==> config.mk <==
export PLATFORM = sky130hd
export DESIGN_NAME = clkdiv_scale_sequencer
export DESIGN_NICKNAME = d
export VERILOG_FILES = /design/src/rtl/clkdiv_pkg.sv /design/src/rtl/clkdiv_sweep_step.sv /design/src/rtl/clkdiv_scale_sequencer.sv
export SDC_FILE = /design/constraint.sdc
export NUM_CORES = 1
export LEC_CHECK = 0
export ABC_AREA = 1
export CORE_ASPECT_RATIO = 0.75
export CORE_UTILIZATION = 35
export DETAILED_ROUTE_END_ITERATION = 7
export SLEW_MARGIN = 20
export SYNTH_ARGS = -nofsm -noshare
export SYNTH_HDL_FRONTEND = slang
export SYNTH_HIERARCHICAL = 1
export SYNTH_SLANG_ARGS = --single-unit
export TNS_END_PERCENT = 100
==> constraint.sdc <==
create_clock -name clk_in -period 3.1 [get_ports clk_in]
set_clock_uncertainty 0.1 [all_clocks]
set_input_delay 0.62 -clock clk_in [delete_from_list [all_inputs] [get_ports clk_in]]
set_output_delay 0.62 -clock clk_in [all_outputs]
set_load 0.005 [all_outputs]
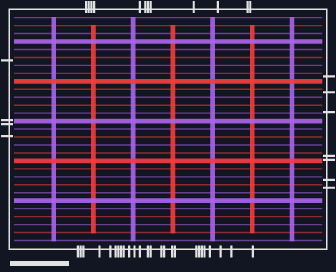
(run_1/pdn.png)
The bar under the picture is 20 um long. Pins as bars on the die edge.
| colour | net |
|---|---|
| red | VDD |
| purple | VSS |
met5 straps: 5
rows: 28
met4 straps: 7
signal pins: 49
Die H: 81.5 um
Die X: 108 um
CORE AREA: 8020 um^2
VDD IR-drop max: 331 uV

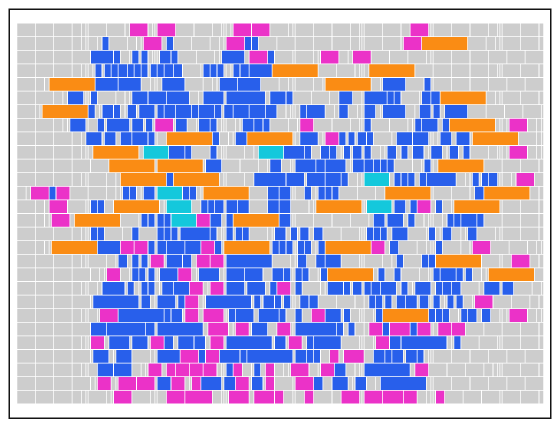
(run_1/cell_classes.png)
Fill, decap, tap and diode cells in grey.
| colour | class | cells | share of their area |
|---|---|---|---|
| blue | all other logic | 362 | 58% |
| cyan | clock drivers and dummy loads | 7 | 2.4% |
| magenta | other buffers and delay cells | 91 | 19% |
| orange | flip-flops | 32 | 20% |
Finished Core Util: 51.8%
flop share of the area: 19.3%
design area: 4150 um^2
FP Rows: 28

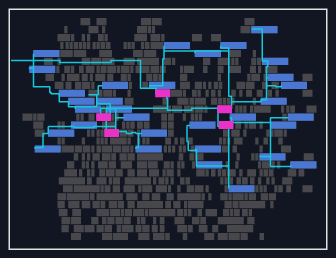
(run_1/clock_map.png)
[magenta] cells driving clock nets | count: 5
[blue] flip-flops | count: 32
[cyan] clock wires | length: 477 um
routed clock nets: 6
Power Clock: 352 uW
Clk Latency, worst-skew pair: 0.28 ns

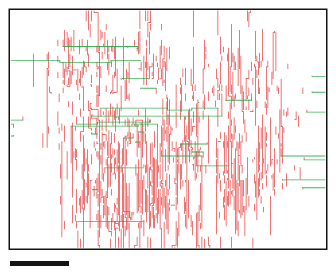
(run_1/metal_stack.png)
The bar under the picture is 20 um long. Only two layers are drawn.
| colour | layer | wire length |
|---|---|---|
| red | met2 | 3,760 um |
| green | met3 | 393 um |
Global Route Usage Sum: 19.8%
vias: 2,903

==> reports/summary.txt, run 1 <==
library cells used by synthesis: 39
critical path type: input port to flip-flop
Yosys Instances: 403
Post-synth top flop: dfrtp_1
Syn Inst Count: 403
Post-Place Cell Area: 3750 um^2
number of port buffers: 48
vias in the first global route: 2,766
final wirelength: 8.43 mm
#MultiIn Comb: 307
floorplan utilization: 36.8%
post-layout minimum cycle time: 3.05 ns
# diodes: 0
async set or reset register ratio after synthesis: 100%
Area leader share: 27.2%
Chip Area, Yosys: 2950 um^2
Gate power share: 62.4%
Post-DRT Antenna Nets: 0
pre-CTS setup slack: -0.787 ns
Comb area: 2130 um^2
mapped cell area: 2950 um^2
layout cells sized above 1: 32.9%
Non-clock buffering overhead: 18.6%
Synth top cells by count: 130 x nand2_1, 52 x inv_1, 32 x dfrtp_1
WP depth: 23
mean post-synth cell area: 7.32 um^2
OpenROAD warning count: 30
Synth flops: 32
Non-Filler Instances: 597
IO Pins: 49
most frequent cell after synthesis: nand2_1
Sw Share: 46.1%
initial antenna violation count: 0
clock buf count: 7
sequential share of power: 25.1%
TNS Setup: 0 ns
hold buffers post-CTS: 0
htree depth: 2
DRC errors left: 0
Synth area leader: dfrtp_1
drt first pass iters: 5
CP delay by family, top: simple AND/OR/NAND/NOR gates
Final Max Tran Viols: 0
fraction of area in clock buffers and inverters: 2.32%
Overall Power: 2.83 mW
Inverters: 55
Final Hold Viols: 0
NetSw: 1.31 mW
WL/cell: 14.1 um
Tap Count: 105
status: finished clean
PnR worst setup slack: 0.0476 ns
Hold Path Class: flip-flop to flip-flop
-- run 1: power groups by stage --
stage | Clock (mW) | Combinational [mW] | Sequential, mW
2_1_floorplan | 0 | 1.10 | 0.668
3_3_place_gp | 0 | 1.56 | 0.707
3_5_place_dp | 0 | 1.58 | 0.708
4_1_cts | 0.360 | 1.65 | 0.703
5_1_grt | 0.383 | 1.95 | 0.734
6_report | 0.352 | 1.77 | 0.712
-- run 1: per-layer routing --
layer,vias to the layer above,part of all wire [%],GRT usage [%]
met4,0,0.50,2.33
met3,6,4.7,3.73
met5,-,0,0
met1,1352,50,29.1
li1,1493,-,-
met2,52,45,30.9
-- run 1: timing repair --
item | CTS | global route
pin swaps | 22 | 31
gates cloned | 0 | 0
setup buffers | 10 | 1
endpoints found under the setup margin | 12 | 10
resized | 55 | 81
==> run_1/final_clocks.png <==
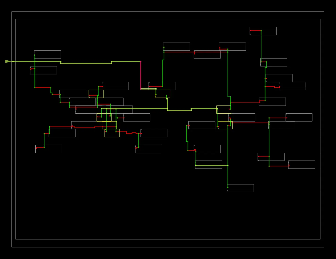

==> run 1 -> run 2 <==
==> constraint.sdc (replaced) <==
create_clock -name clk_in -period 3.22 [get_ports clk_in]
set_clock_uncertainty 0.1 [all_clocks]
set_input_delay 0.644 -clock clk_in [delete_from_list [all_inputs] [get_ports clk_in]]
set_output_delay 0.644 -clock clk_in [all_outputs]
set_load 0.005 [all_outputs]
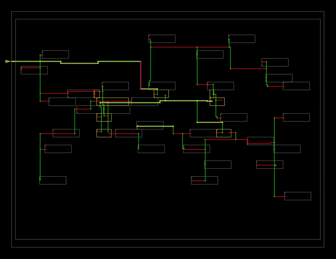
(run_2/final_clocks.png)
Clk Latency, worst-skew pair: 0.29 ns
flip-flops: 32
Num CTS Buffers: 5

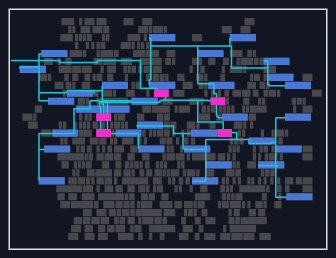
(run_2/clock_map.png)
[blue] flip-flops | count: 32
[magenta] cells driving clock nets | count: 5
[cyan] clock wires | length: 534 um
routed clock nets: 6
Power Clock: 391 uW
Clock power frac: 14.1%

==> run 2 against run 1 <==
Effect of this change:
- first-iteration DRC count rose by 31%
- via count is 1.6% higher
- largest cell class unchanged
- synthesized cell count unchanged
- power down 2.2%
- sequential power shrank 3.9%
- worst hold slack worse by 0.011 ns
- global-route usage is 0.12 points higher
- critical endpoint is now pending_q[4]$_DFFE_PP0P_
- sequential share of layout area is 0.093 points higher
==> reports/summary.txt, run 2 <==
drt first pass iters: 5 (unchanged)
final wirelength: 8.40 mm (-0.38%)
most frequent cell after synthesis: nand2_1
Chip Area, Yosys: 2950 um^2 (unchanged)
Die X: 108 um (unchanged)
P_comb: 1.69 mW (-5%)
worst-margin pin slew: 0.574 ns
TNS Setup: 0 ns (unchanged)
design area: 4130 um^2 (-0.48%)
vias: 2,948 (+1.6%)
library cells used by synthesis: 39 (unchanged)
Synth area leader: dfrtp_1
async set or reset register ratio after synthesis: 100% (unchanged)
hold slack: 0.378 ns
initial antenna violation count: 0 (unchanged)
sequential share of power: 24.7% (-0.4 points)
FP Rows: 28 (unchanged)
number of port buffers: 48 (unchanged)
Area leader share: 27.2% (unchanged)
# diodes: 0 (unchanged)
OpenROAD warning count: 29 (-3.3%)
Power Internal: 1.51 mW
Overall Power: 2.77 mW (-2.2%)
CTS tree: built
Yosys Instances: 403 (unchanged)
VDD IR-drop max: 280 uV (-16%)
CORE AREA: 8020 um^2 (unchanged)
mapped cell area: 2950 um^2 (unchanged)
post-layout minimum cycle time: 3.11 ns
Final Max Tran Viols: 0 (unchanged)
Die H: 81.5 um (unchanged)
floorplan utilization: 36.8% (unchanged)
Post-DRT Antenna Nets: 0 (unchanged)
htree depth: 2 (unchanged)
IO Pins: 49 (unchanged)
sequential power: 684 uW (-3.9%)
WL/cell: 13.9 um (-1.4%)
Top power group: combinational logic
Gate power share: 61.2% (-1.2 points)
NetSw: 1.25 mW (-3.8%)
NumNets Final: 562
CP delay by family, top: simple AND/OR/NAND/NOR gates
pre-CTS setup slack: -0.758 ns (+0.0293 ns)
Global Route Usage Sum: 19.9% (+0.12 points)
Non-Filler Instances: 603 (+1.0%)
vias in the first global route: 2,774 (+0.29%)
Final Hold Viols: 0 (unchanged)
layout cells sized above 1: 31.1% (-1.8 points)
mean post-synth cell area: 7.32 um^2 (unchanged)
PnR worst setup slack: 0.111 ns (+0.0638 ns)
Hold Path Class: flip-flop to flip-flop
Syn Inst Count: 403 (unchanged)
WP depth: 25 (+8.7%)
Finished Core Util: 51.5% (-0.25 points)
critical path type: input port to flip-flop
post-cts resize count: 35 (-36%)
status: finished clean
# Post-CTS Setup Buffers: 10 (unchanged)
hold buffers post-CTS: 0 (unchanged)
Post-Place Cell Area: 3750 um^2 (unchanged)
Synth flops: 32 (unchanged)
Worst EP arrival: 3.19 ns
Synth top cells by count: 130 x nand2_1, 52 x inv_1, 32 x dfrtp_1
[run 2: netlist changes by cell type in the layout (fill, tap and decap cells not counted), moves of 3 or more]
cell,change
nand3_1,+6
nand2_4,-3
nand2_1,+4
buf_4,+4
nand3_2,-6
inv_4,-3
[run 2: area by class of cell]
type | instances | area (um^2)
Inverter | 55 | 216
Clock inverter | 2 | 35.0
Timing Repair Buffer | 96 | 816
Fill cell | 774 | 3890
Multi-Input combinational cell | 307 | 2060
Sequential cell | 32 | 801
Clock buffer | 6 | 72.6
Tap cell | 105 | 131
[run 2: metal layers]
layer	up-vias	global-route usage (%)	wire length, um
met4	0	2.47	50
met1	1376	28.7	4080
li1	1501	-	-
met2	65	31.7	3850
met3	6	3.73	419
met5	-	0	0
Power is estimated from default activity; no workload was simulated.
